## src/rtl/avalon_mst.sv

```systemverilog
// Avalon-MM single-word initiator: one read or write at a time from a valid/ready
// request port, returning read data or a timeout error on a valid/ready response port.
module avalon_mst #(
    parameter int addr_w = 32,
    parameter int to_w   = 8,
    parameter int to_lim = 200
) (
    input  logic              clk,
    input  logic              rst,
    input  logic              req_valid,
    output logic              req_ready,
    input  logic              req_we,
    input  logic [addr_w-1:0] req_addr,
    input  logic [31:0]       req_wd,
    input  logic [3:0]        req_be,
    output logic              resp_valid,
    input  logic              resp_ready,
    output logic [31:0]       resp_rd,
    output logic              resp_err,
    output logic [addr_w-1:0] address,
    output logic              read,
    output logic              write,
    output logic [31:0]       writedata,
    output logic [3:0]        byteenable,
    input  logic [31:0]       readdata,
    input  logic              waitrequest,
    input  logic              readdatavalid
);

    typedef enum logic [1:0] {IDLE, CMD, RDW, RESP} state_e;

    // Counter value seen in the last allowed cycle of a bus phase.
    localparam logic [to_w-1:0] CNT_LAST = to_w'(to_lim - 1);

    state_e            state_q, state_d;
    logic              req_ready_q, req_ready_d;
    logic              resp_valid_q, resp_valid_d;
    logic [31:0]       resp_rd_q, resp_rd_d;
    logic              resp_err_q, resp_err_d;
    logic [addr_w-1:0] address_q, address_d;
    logic              read_q, read_d;
    logic              write_q, write_d;
    logic [31:0]       writedata_q, writedata_d;
    logic [3:0]        byteenable_q, byteenable_d;
    logic [to_w-1:0]   cnt_q, cnt_d;

    always_comb begin
        // NOTE: every _d starts from its _q so no path through the case leaves a
        // signal unassigned; without these defaults synthesis would infer latches.
        state_d      = state_q;
        req_ready_d  = req_ready_q;
        resp_valid_d = resp_valid_q;
        resp_rd_d    = resp_rd_q;
        resp_err_d   = resp_err_q;
        address_d    = address_q;
        read_d       = read_q;
        write_d      = write_q;
        writedata_d  = writedata_q;
        byteenable_d = byteenable_q;
        cnt_d        = cnt_q;

        case (state_q)
            IDLE: begin
                if (req_valid && req_ready_q) begin
                    address_d    = req_addr;
                    writedata_d  = req_wd;
                    byteenable_d = req_be;
                    write_d      = req_we;
                    read_d       = !req_we;
                    cnt_d        = '0;
                    req_ready_d  = 1'b0;
                    state_d      = CMD;
                end
            end
            CMD: begin
                if (!waitrequest) begin
                    read_d  = 1'b0;
                    write_d = 1'b0;
                    if (write_q || readdatavalid) begin
                        // Data arriving in the acceptance cycle itself completes the read.
                        resp_rd_d    = write_q ? 32'h0 : readdata;
                        resp_err_d   = 1'b0;
                        resp_valid_d = 1'b1;
                        state_d      = RESP;
                    end else begin
                        cnt_d   = '0;
                        state_d = RDW;
                    end
                end else if (cnt_q == CNT_LAST) begin
                    read_d       = 1'b0;
                    write_d      = 1'b0;
                    resp_rd_d    = 32'h0;
                    resp_err_d   = 1'b1;
                    resp_valid_d = 1'b1;
                    state_d      = RESP;
                end else begin
                    cnt_d = cnt_q + 1'b1;
                end
            end
            RDW: begin
                if (readdatavalid) begin
                    resp_rd_d    = readdata;
                    resp_err_d   = 1'b0;
                    resp_valid_d = 1'b1;
                    state_d      = RESP;
                end else if (cnt_q == CNT_LAST) begin
                    resp_rd_d    = 32'h0;
                    resp_err_d   = 1'b1;
                    resp_valid_d = 1'b1;
                    state_d      = RESP;
                end else begin
                    cnt_d = cnt_q + 1'b1;
                end
            end
            RESP: begin
                if (resp_ready) begin
                    resp_valid_d = 1'b0;
                    req_ready_d  = 1'b1;
                    state_d      = IDLE;
                end
            end
            default: state_d = IDLE;
        endcase
    end

    // NOTE: sequential state uses non-blocking assignments only, so every flop
    // samples the values from before this edge regardless of statement order.
    always_ff @(posedge clk) begin
        if (rst) begin
            state_q      <= IDLE;
            req_ready_q  <= 1'b1;
            resp_valid_q <= 1'b0;
            resp_rd_q    <= 32'h0;
            resp_err_q   <= 1'b0;
            address_q    <= '0;
            read_q       <= 1'b0;
            write_q      <= 1'b0;
            writedata_q  <= 32'h0;
            byteenable_q <= 4'h0;
            cnt_q        <= '0;
        end else begin
            state_q      <= state_d;
            req_ready_q  <= req_ready_d;
            resp_valid_q <= resp_valid_d;
            resp_rd_q    <= resp_rd_d;
            resp_err_q   <= resp_err_d;
            address_q    <= address_d;
            read_q       <= read_d;
            write_q      <= write_d;
            writedata_q  <= writedata_d;
            byteenable_q <= byteenable_d;
            cnt_q        <= cnt_d;
        end
    end

    assign req_ready  = req_ready_q;
    assign resp_valid = resp_valid_q;
    assign resp_rd    = resp_rd_q;
    assign resp_err   = resp_err_q;
    assign address    = address_q;
    assign read       = read_q;
    assign write      = write_q;
    assign writedata  = writedata_q;
    assign byteenable = byteenable_q;

endmodule

```

## config.mk

```make
export PLATFORM = sky130hd
export DESIGN_NAME = avalon_mst
export DESIGN_NICKNAME = d
export VERILOG_FILES = /design/src/rtl/avalon_mst.sv
export SDC_FILE = /design/constraint.sdc
export NUM_CORES = 1
export LEC_CHECK = 0
export ABC_AREA = 1
export CAP_MARGIN = 20
export CORE_MARGIN = 2
export CORE_UTILIZATION = 25
export DETAILED_ROUTE_END_ITERATION = 12
export PLACE_DENSITY = 0.53
export SLEW_MARGIN = 40
export SYNTH_ARGS = -nofsm -noshare
export SYNTH_HDL_FRONTEND = slang
export SYNTH_SLANG_ARGS = --single-unit
export TNS_END_PERCENT = 30
```

## constraint.sdc

```tcl
create_clock -name clk -period 2.23 [get_ports clk]
set_input_delay 0.3345 -clock clk [delete_from_list [all_inputs] [get_ports clk]]
set_output_delay 0.3345 -clock clk [all_outputs]
set_load 0.03 [all_outputs]
```

==> impl_metrics.csv <==
group,metric,value,unit
critical_path,timing.critical_path.to_type,"register",
critical_path,worst_path_cell_chain,"ha_1 -> nand2_1 -> nor2_1 -> nand2_2 -> inv_2 -> nand2_4 -> nand3_1 -> a21oi_1",
hold_path,holdPathStages,4,
drt,top_layer_used,"met4",
global_routing,grt_pass1_wl,23.2,mm
global_routing,grt_util_all_layers,14.2,%
finish,comb_area_share,26.3,%
drt,routed-wl-met2,6.40,mm
placed_design,post-place-ws,127,ps
critical_path,r2r_setup_slk,300,ps
logic_synthesis,synth-seq-area-share,46.6,%
critical_path,r2r.worst_path.cells,8,
critical_path,setup.worst_path.end,"resp_rd[24]$_SDFFE_PP0P_",
run_status,status,"completed",
clock_tree,postCtsSetupRepairBufs,0,
finish,layout-drive-gt1-share,15.5,%
final_timing,setup_viol,0,
pwr,power_density,907,mW/mm^2
finish,clock_tree_area_fraction,7.54,%
critical_path,startpoint,"cnt_q[0]$_SDFFE_PP0P_",
logic_synthesis,synthDominantAreaCellType,"dfxtp_1",
placed_design,hpwl,10.3,mm
final_timing,fmax,518,MHz
logic_synthesis,synthArstFlopShare,0,%
drt,detail_route.drc_violations,0,
hold_path,holdCritStartpoint,"rst",
logic_synthesis,synth-simple-area-share,17.8,%
finish,seq_share,28.8,%
logic_synthesis,ys.flop_type,"dfxtp_1",
finish,antenna_cells,0,
global_routing,first_global_vias,4613,
logic_synthesis,ys.warnings.count,0,
logic_synthesis,yosysCellCount,605,
logic_synthesis,yosysUniqueCellTypes,28,
critical_path,worstSetupStartpointType,"register",
placed_design,place_area,0.00738,mm^2
critical_path,worst_ep_arrival_time,2200,ps
drt,mean_routed_wirelength_per_cell,13.3,um
drt,vias_per_cell,4.28,
final_timing,final.setup.tns,0,ps
logic_synthesis,netlist_top_cells_area,"dfxtp_1 (47%), a21oi_1 (8.5%), o21ai_0 (7.6%), inv_1 (6.4%), nand3_2 (6.1%)",
global_routing,antenna_violations_before_repair,0,
logic_synthesis,post-synth-top-count-cell,"dfxtp_1",
drt,drt_pass1_iterations,4,
critical_path,worst_r2r_startpoint,"cnt_q[0]$_SDFFE_PP0P_",
logic_synthesis,syn-mean-instance-area,8.16,um^2
critical_path,timing.critical_path.required,2500,ps
final_timing,worst_slack,299,ps
clock_tree,clock_insertion_delay_worst_skew,410,ps
critical_path,worstPathBufferInverterCount,1,
drt,vias,4672,
finish,area_growth_syn_to_layout,61.7,%
floorplanning,fp.dieArea,0.0209,mm^2
floorplanning,taps,265,
floorplanning,core_area,0.0194,mm^2
finish,clockBufferCount,19,
finish,layout.nets,928,
run,warnings,32,
pwr,max-vdd-ir-drop,0.501,mV
clock_tree,cts_max_level,4,
final_timing,slew_headroom,59.8,%
final_timing,timing.final.hold_violations,0,
logic_synthesis,yosys_area,0.00494,mm^2
critical_path,timing_worst_setup_path_type,"register to register",
clock_tree,cts-resized-gates,0,
final_timing,final_max_slew_viols,0,
logic_synthesis,synth.cell_area,0.00494,mm^2
placed_design,port_buffers,211,
finish,layout.cells.most_common,"clkdlybuf4s50_1",
floorplanning,die.size.x,145,um
clock_tree,clkSinkCount,115,
final_timing,smallest_hold_slack,404,ps
clock_tree,cts_tree,"yes",
hold_path,end_point_of_the_most_critical_hold_path,"writedata[3]$_SDFFE_PP0P_",
logic_synthesis,post_synthesis_compound_gate_area_fraction,22.4,%
clock_tree,tritoncts.num_buffers,17,
global_routing,grt_max_degree,38,
critical_path,critPathMaxStageDelay,440,ps
finish,nFillCells,1972,
clock_tree,cts_root_buf,"clkbuf_16",
logic_synthesis,syn_inst,605,
logic_synthesis,synth.area.mux_share,0,%
logic_synthesis,ys_sh_adder,2.03,%
final_timing,layout_min_cycle_time,1930,ps
finish,layout_top_cells_excl_fill_tap,"clkdlybuf4s50_1 (210), dfxtp_1 (115), a21oi_1 (84), inv_1 (83), o21ai_0 (75)",
finish,buffers_excl_clock,228,
clock_tree,cts.hold.buffers_added,0,
finish,final_area,0.00799,mm^2
critical_path,critical_path.max_fanout,32,
logic_synthesis,netlist_logic_family_top,"AND-OR/OR-AND gates",
run,max_cap_viols,0,
hold_path,min-delay-path-class,"input port to register",
drt,detail-route-antenna-nets,0,
final_timing,fin_skew,9.24,ps
clock_tree,clockBufferDepth,2,
critical_path,r2r_end,"resp_rd[24]$_SDFFE_PP0P_",
logic_synthesis,common_cells,"dfxtp_1 (115), a21oi_1 (84), inv_1 (84)",
final_timing,grt_setup_unrepaired,"no",
drt,route.layer.met1.wl,6.30,mm
placed_design,dp.cells,1059,
logic_synthesis,ys_seq_elements,115,
logic_synthesis,net_count_entering_floorplan,720,
finish,stdcell_count,1091,
critical_path,critical_path_cell_count,8,
drt,met3WireLength,1.69,mm
floorplanning,floorplan.core_util,25.5,%
finish,sequential_cell_area,0.00230,mm^2
drt,postRouteWirelength,14.5,mm
finish,layout.nonclk_buf_share,28.9,%
finish,biggestCellCategory,"buffers",
finish,comb_cells,360,
logic_synthesis,synthDominantCellAreaShare,46.6,%
finish,postLayoutCoreUtil,41.2,%
floorplanning,num_rows,51,
critical_path,timing.critical_path.max_delay_family,"simple AND/OR/NAND/NOR gates",
finish,logic_area,0.00210,mm^2
floorplanning,die.size.y,145,um
floorplanning,ioPinCount,212,
pwr,power.total,7250,uW
final_timing,tightest_slew,604,ps
placed_design,gp_congestion,0.776,
logic_synthesis,synth_xor_xnor_area_share,0,%
global_routing,gr-total-overflow,0,
drt,drt_iter0_markers,111,
## routing by layer
| layer | vias to the layer above | GRT usage [%] |
|---|---|---|
| met1 | 2085 | 16.6 |
| met3 | 13 | 8.31 |
| met4 | 0 | 3.83 |
| met2 | 157 | 22.1 |
| met5 | - | 0 |
| li1 | 2417 | - |
## report_power, final
group | total [uW] | internal, uW | switching, uW | leakage (uW)
Clock | 2780 | 1720 | 1060 | 0.000287
Combinational | 2020 | 864 | 1160 | 0.00169
Sequential | 2450 | 2300 | 144 | 0.000944
## worst min-delay path, cell delays in order
cell and delay [ps]:
buf_2 100, inv_2 160, o21ai_0 120, a21oi_1 40
## registers in the layout (all words and copies together) (netlist names)
signal and count:
read 1, cnt_q 8, resp_valid 1, req_ready 1
state_q 2, resp_err 1, resp_rd 32, writedata 32
address 32, byteenable 4, write 1
Figure 1. Supply network.
Scale: 2 px per um. Pins as bars on the die edge.
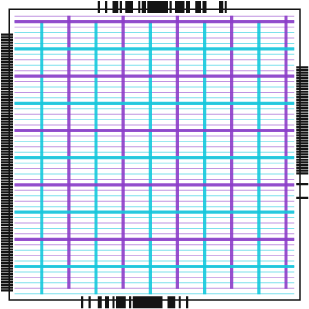
VDD: shown in purple. VSS: shown in cyan.
212 signal pins sit on the boundary. 52 met1 rails follow the rows. The core has 51 rows. 10 straps on met5.

Figure 2. Sequential cells colored by netlist name.
Scale: 3 px per um. Other sequential cells in the stronger gray, the rest of the logic in the fainter gray.
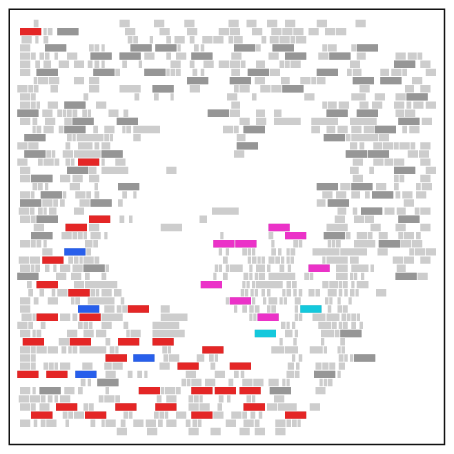
byteenable: shown in blue, placed flops 4, where bottom left. cnt_q: shown in magenta, placed flops 8, where middle. address: shown in red, placed flops 32. state_q: shown in cyan, placed flops 2.
Another 69 sequential cells are not colored.

Power figures rest on the tool's default switching activity, not on a simulated workload.
